--- src/rtl/mul_accum_border_if.sv ---
// Bus bundle for mul_accum_border: window control, bitstream input,
// incoming partial-sum handshake and outgoing partial-sum handshake.
// Signal directions are named from the accumulator's point of view.
interface mul_accum_border_if #(
  parameter int unsigned CYCLE_BITS = 8,
  parameter int unsigned ACC_WIDTH  = 16
);
  logic                  i_start;
  logic [CYCLE_BITS-1:0] i_cycles;
  logic                  i_sign;
  logic                  i_bit;
  logic [ACC_WIDTH-1:0]  i_psum;
  logic                  i_psum_valid;
  logic                  o_psum_ready;
  logic                  o_busy;
  logic [ACC_WIDTH-1:0]  o_psum;
  logic                  o_valid;
  logic                  i_ready;

  // Upstream/downstream side that drives the accumulator
  modport master (
    output i_start, i_cycles, i_sign, i_bit, i_psum, i_psum_valid, i_ready,
    input  o_psum_ready, o_busy, o_psum, o_valid
  );

  // Accumulator side
  modport slave (
    input  i_start, i_cycles, i_sign, i_bit, i_psum, i_psum_valid, i_ready,
    output o_psum_ready, o_busy, o_psum, o_valid
  );
endinterface

--- src/rtl/mul_accum_border.sv ---
// mul_accum_border: counts ones of the border multiplier's product bitstream
// over a programmable window, applies the product sign and merges the count
// into the neighbouring PE's partial sum, handing the result off on a
// valid/ready output.
// Optional feature macro: MUL_ACCUM_SAT_EN (saturating merge; wraps otherwise).
module mul_accum_border #(
  parameter int unsigned WIDTH      = 8,
  parameter int unsigned CYCLE_BITS = 8,
  parameter int unsigned ACC_WIDTH  = 16
) (
  input  logic                   clk,
  input  logic                   rst,
  mul_accum_border_if.slave      bus
);

  localparam int unsigned CNT_W = CYCLE_BITS + 1;
`ifdef MUL_ACCUM_SAT_EN
  localparam int unsigned SUM_W = ACC_WIDTH + 1;
`else
  localparam int unsigned SUM_W = ACC_WIDTH;
`endif

  // Elaboration-time guard on the parameter set
  if (WIDTH < 2 || ACC_WIDTH < CYCLE_BITS + 2) begin : g_param_check
    $error("mul_accum_border: need WIDTH >= 2 and ACC_WIDTH >= CYCLE_BITS+2");
  end

  typedef enum logic [1:0] {S_IDLE, S_COUNT, S_MERGE, S_HOLD} state_t;

  state_t                r_state;
  logic [CNT_W-1:0]      r_cnt;
  logic [CYCLE_BITS-1:0] r_rem;
  logic                  r_sign;
  logic                  r_busy;
  logic                  r_valid;
  logic [ACC_WIDTH-1:0]  r_psum;

  logic                  w_psum_ready;
  logic [SUM_W-1:0]      w_psum_ext;
  logic [SUM_W-1:0]      w_cnt_ext;
  logic [SUM_W-1:0]      w_sum;
  logic [ACC_WIDTH-1:0]  w_result;

  // Partial sum is consumed in the same cycle it is seen in MERGE
  assign w_psum_ready = (r_state == S_MERGE) && bus.i_psum_valid;

  // Signed merge of the partial sum with the sign-applied count
  assign w_psum_ext = SUM_W'($signed(bus.i_psum));
  assign w_cnt_ext  = SUM_W'(r_cnt);
  assign w_sum      = r_sign ? (w_psum_ext - w_cnt_ext) : (w_psum_ext + w_cnt_ext);

`ifdef MUL_ACCUM_SAT_EN
  // Clamp to the signed range when the extra guard bit disagrees with the MSB
  always_comb begin
    w_result = w_sum[ACC_WIDTH-1:0];
    if (w_sum[SUM_W-1] != w_sum[SUM_W-2]) begin
      w_result = w_sum[SUM_W-1] ? {1'b1, {(ACC_WIDTH-1){1'b0}}}
                                : {1'b0, {(ACC_WIDTH-1){1'b1}}};
    end
  end
`else
  // Two's-complement wrap
  assign w_result = w_sum;
`endif

  // Window FSM: start, count bits, merge partial sum, hold result for handoff
  always_ff @(posedge clk) begin
    if (rst) begin
      r_state <= S_IDLE;
      r_cnt   <= '0;
      r_rem   <= '0;
      r_sign  <= 1'b0;
      r_busy  <= 1'b0;
      r_valid <= 1'b0;
      r_psum  <= '0;
    end else begin
      case (r_state)
        S_IDLE: begin
          if (bus.i_start) begin
            r_cnt  <= CNT_W'(bus.i_bit);
            r_rem  <= bus.i_cycles - CYCLE_BITS'(1);
            r_sign <= bus.i_sign;
            r_busy <= 1'b1;
            r_state <= (bus.i_cycles == CYCLE_BITS'(1)) ? S_MERGE : S_COUNT;
          end
        end
        S_COUNT: begin
          r_cnt <= r_cnt + CNT_W'(bus.i_bit);
          r_rem <= r_rem - CYCLE_BITS'(1);
          if (r_rem == CYCLE_BITS'(1)) begin
            r_state <= S_MERGE;
          end
        end
        S_MERGE: begin
          if (bus.i_psum_valid) begin
            r_psum  <= w_result;
            r_valid <= 1'b1;
            r_state <= S_HOLD;
          end
        end
        S_HOLD: begin
          if (bus.i_ready) begin
            r_valid <= 1'b0;
            r_busy  <= 1'b0;
            r_state <= S_IDLE;
          end
        end
        default: begin
          r_state <= S_IDLE;
        end
      endcase
    end
  end

  assign bus.o_psum_ready = w_psum_ready;
  assign bus.o_busy       = r_busy;
  assign bus.o_valid      = r_valid;
  assign bus.o_psum       = r_psum;

endmodule

--- src/flat_wrapper.sv ---
// flat-port wrapper written by rule: the top's interface ports become plain ports
module mul_accum_border_flat 
#(
  parameter int unsigned WIDTH      = 8,
  parameter int unsigned CYCLE_BITS = 8,
  parameter int unsigned ACC_WIDTH  = 16
)
  (clk, rst, bus_i_start, bus_i_cycles, bus_i_sign, bus_i_bit, bus_i_psum, bus_i_psum_valid, bus_i_ready, bus_o_psum_ready, bus_o_busy, bus_o_psum, bus_o_valid);
  mul_accum_border_if #(.CYCLE_BITS(CYCLE_BITS), .ACC_WIDTH(ACC_WIDTH)) bus_i ();
  input  logic clk;
  input  logic rst;
  input wire logic [$bits(bus_i.i_start)-1:0] bus_i_start;
  input wire logic [$bits(bus_i.i_cycles)-1:0] bus_i_cycles;
  input wire logic [$bits(bus_i.i_sign)-1:0] bus_i_sign;
  input wire logic [$bits(bus_i.i_bit)-1:0] bus_i_bit;
  input wire logic [$bits(bus_i.i_psum)-1:0] bus_i_psum;
  input wire logic [$bits(bus_i.i_psum_valid)-1:0] bus_i_psum_valid;
  input wire logic [$bits(bus_i.i_ready)-1:0] bus_i_ready;
  output wire logic [$bits(bus_i.o_psum_ready)-1:0] bus_o_psum_ready;
  output wire logic [$bits(bus_i.o_busy)-1:0] bus_o_busy;
  output wire logic [$bits(bus_i.o_psum)-1:0] bus_o_psum;
  output wire logic [$bits(bus_i.o_valid)-1:0] bus_o_valid;
  assign bus_i.i_start = bus_i_start;
  assign bus_i.i_cycles = bus_i_cycles;
  assign bus_i.i_sign = bus_i_sign;
  assign bus_i.i_bit = bus_i_bit;
  assign bus_i.i_psum = bus_i_psum;
  assign bus_i.i_psum_valid = bus_i_psum_valid;
  assign bus_i.i_ready = bus_i_ready;
  assign bus_o_psum_ready = bus_i.o_psum_ready;
  assign bus_o_busy = bus_i.o_busy;
  assign bus_o_psum = bus_i.o_psum;
  assign bus_o_valid = bus_i.o_valid;
  mul_accum_border #(.WIDTH(WIDTH), .CYCLE_BITS(CYCLE_BITS), .ACC_WIDTH(ACC_WIDTH)) u_core (.clk(clk), .rst(rst), .bus(bus_i));
endmodule
--- config.mk ---
export PLATFORM = sky130hd
export DESIGN_NAME = mul_accum_border_flat
export DESIGN_NICKNAME = d
export VERILOG_FILES = /design/src/rtl/mul_accum_border_if.sv /design/src/rtl/mul_accum_border.sv /design/src/flat_wrapper.sv
export SDC_FILE = /design/constraint.sdc
export NUM_CORES = 1
export LEC_CHECK = 0
export ABC_AREA = 1
export CORE_MARGIN = 3
export CORE_UTILIZATION = 49
export CTS_CLUSTER_DIAMETER = 40
export DETAILED_ROUTE_END_ITERATION = 10
export PLACE_DENSITY = 0.77
export REMOVE_ABC_BUFFERS = 1
export SKIP_CTS_REPAIR_TIMING = 1
export SLEW_MARGIN = 40
export SYNTH_ARGS = -nofsm -noshare
export SYNTH_HDL_FRONTEND = slang
export SYNTH_SLANG_ARGS = --single-unit
--- constraint.sdc ---
create_clock -name clk -period 2.2 [get_ports clk]
set_clock_uncertainty 0.05 [all_clocks]
set_input_delay 0.33 -clock clk [delete_from_list [all_inputs] [get_ports clk]]
set_output_delay 0.33 -clock clk [all_outputs]
set_load 0.005 [all_outputs]
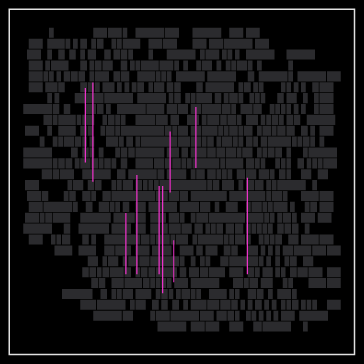
Fig. 1. The metal 4 layer.
(4 px per um) Cells faint in the background.
nets with wire on the layer = 10
wire length on this layer = 195 um
main direction = vertical

==> results.txt <==
Notes on the flow outputs.

- The cell area after synthesis is 0.00313 mm^2.
- In the global route stage, met1 resource usage came out at 28.8%.
- In this run switching power makes up 44.6% of total power.
- The share of total power dissipated in the clock network is 14.1%.
- TritonCTS built the clock tree.
- The portion of the clock cycle consumed by the worst path in the final layout is 116%.
- The worst hold path begins at u_core.r_rem[5].
- The horizontal die dimension is 85.9 um.
- Max fanout on the critical path was recorded as 4.
- For reference, the clock transition at the flip-flops on the worst setup and hold paths is 0.09 ns.
- The run finished, with violations left.
- Setup repair after global routing could not meet its margin everywhere.
- The leakage power in the latest report is 0.00214 uW.
- The share of the synthesized area in the top cell type reads 24.3%.
- The multi-input combinational cells in the finished layout cover a total of 0.00219 mm^2.
- The final core utilization reads 73.3%.
- The finished cells cover 0.00444 mm^2.
- The final reports fail on negative setup slack.
- The number of fill cells in the layout is 469.
- The total tool warning count reads 31.
- Once synthesis finished, the tally of register bits stood at 38.
- The data arrival time reported for the critical path is 2.69 ns.
- The first global-routing pass estimated 14.8 mm of wire.
- Per the synth stats, the flop cell with the highest instance count is sky130_fd_sc_hd__dfxtp_1.
- The layout overhead on the synthesized area is 41.9%.
- The clock latency reported for the late side of the worst-skew pair reads 0.29 ns.
- The total vias in the final route reads 3562.
- The starting utilization of the core area is 51.7%.
- The die height reads 85.9 um.
- Per the final layout report, the fraction of cells sized above drive strength 1 comes to 22.1%.
- The hold violation count in the final report is 0.
- The buffer-and-inverter tally for the worst setup path reads 3.
- The residual DRC count is 0.
- The number of H-tree branching levels is 2.
- In this run the critical path is formed by inv_2 > ha_4 > inv_4 > nor2_4 > nand2_2 > nor2_4 > nand3_4 > nand2_2 > xor2_1 > ha_1 > nand2_1 > inv_2 > nand2_2 > nor3_2 > nand2_1 > nand3_1 > nand2_1 > nor2_2 > nor2_1.
- After synthesis, the netlist uses 34 different library cells.
- The portion of total power attributed to sequential cells reads 18.2%.
- The master of the slowest instance on the critical path is sky130_fd_sc_hd__ha_1.
- The leading cell type in the layout, fill and taps excluded is sky130_fd_sc_hd__nand2_1.
- The tree is rooted in a sky130_fd_sc_hd__clkbuf_8.
- The combined flip-flop and latch cell area reads 764 um^2.
- OpenSTA, run right after detailed placement, puts the worst setup slack at -0.377 ns.
- The largest buffer count on any clock path is 2.
- The worst hold path class is reg -> reg.
- The via count of the first global-routing pass reads 3470.
- The pin closest to its max-slew limit shows a slew of 0.500 ns.
- Per the placement log, port buffering inserted 49 buffers.
- The final total power reads 5250 uW.
- The synthesis warning total reads 0.
- For reference, the critical path is launched at u_core.r_cnt[1].
- The cell type with the largest total area after synthesis reads sky130_fd_sc_hd__dfxtp_1.
- The startpoint of the worst register-to-register path is u_core.r_cnt[1].
- The total negative slack is -2.45 ns.
- The estimated wirelength of the detail-placed design is 6.61 mm.
- After detailed routing, the total wire length is 9.20 mm.
- In the post-route analysis, the smallest setup slack over all paths is -0.343 ns.
- The global router reports that the layer with the highest usage is met2.
- The placer's final routability congestion estimate reads 0.908.
- The met3 usage in global routing is 4.03%.
- The number of enable flip-flop cells reads 0.
- Derived from the worst setup path, the maximum achievable clock frequency is 0.393 GHz.
- The critical path capture point type reads a register.
- The number of standard cells reported by yosys is 513.
- The mean cell area of the mapped netlist reads 6.10 um^2.
- The post-layout minimum cycle time is 2.54 ns.
- The first-pass detailed-route iteration total reads 5.
- For this run, the register share of the synthesized area comes to 24.3%.
- The pin count of the biggest net entering global routing reads 30.
- The count of nets left with antenna violations after detail routing reads 0.
- During I/O placement, the number of pins put on the boundary was 50.
- The number of setup violations in the final report is 11.
- The total global routing track utilization is 24.4%.
- The type of the setup path with the least slack is reg -> reg.
- The count of placed standard cells including taps reads 670.
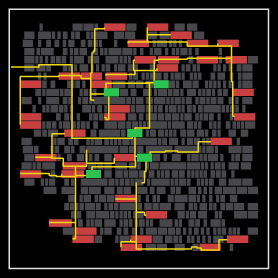
Fig. 2. Routed clock nets over the placement.
(3 px per um)
flip-flops -> red  # count 38
clock wires -> yellow  # length 593 um
clock drivers -> green  # count 5
flops lie = widely spread

## cells by family (layout without fill, tap and decap cells)
kind of cell | Yosys count | count (layout) | share of synthesized area [%]
compound gates | 79 | 79 | 13.8
xor+xnor | 13 | 13 | 3.64
fa+ha+maj | 27 | 27 | 11.0
buf+inv | 108 | 205 | 13.3
flops | 38 | 38 | 24.3
simple gates | 248 | 248 | 34.0
## final timing paths
path	endpoint	slack, ns	depth (start not counted)
min reg2reg	u_core.r_rem[5]	0.42	2
min	u_core.r_rem[5]	0.42	2
max	u_core.bus.o_psum[13]	-0.34	19
max reg2reg	u_core.bus.o_psum[13]	-0.34	19
## routing by layer
metal | part of all wire, % | up-vias | wire [um]
met4 | 2.1 | 0 | 194
met5 | 0 | - | 0
met2 | 51 | 94 | 4720
met3 | 4.4 | 20 | 402
met1 | 42 | 1628 | 3890
li1 | - | 1820 | -
## state kept, by name, indices dropped and copies added (netlist names)
| signal | cells |
|---|---|
| u_core.r_sign | 1 |
| u_core.bus.o_psum | 16 |
| u_core.r_cnt | 9 |
| u_core.r_rem | 8 |
| u_core.bus.o_busy | 1 |
| u_core.bus.o_valid | 1 |
| u_core.r_state | 2 |
## power groups by stage
| stage | combinational, uW | sequential (uW) | clock [uW] |
|---|---|---|---|
| 4_1_cts | 2960 | 950 | 743 |
| 3_3_place_gp | 2870 | 958 | 0 |
| 5_1_grt | 3950 | 972 | 782 |
| 2_1_floorplan | 1840 | 958 | 0 |
| 6_report | 3550 | 955 | 743 |
| 3_5_place_dp | 2930 | 964 | 0 |
## final cells by class
class | instances | share of cell area (%)
multi-input cells | 367 | 49.4
repair buffers | 101 | 20.1
flip-flops and latches | 38 | 17.2
inverters | 96 | 8.16
well taps | 75 | 2.11
clock buffers | 5 | 1.55
clock inverters | 3 | 1.55
Power figures rest on the tool's default switching activity, not on a simulated workload.
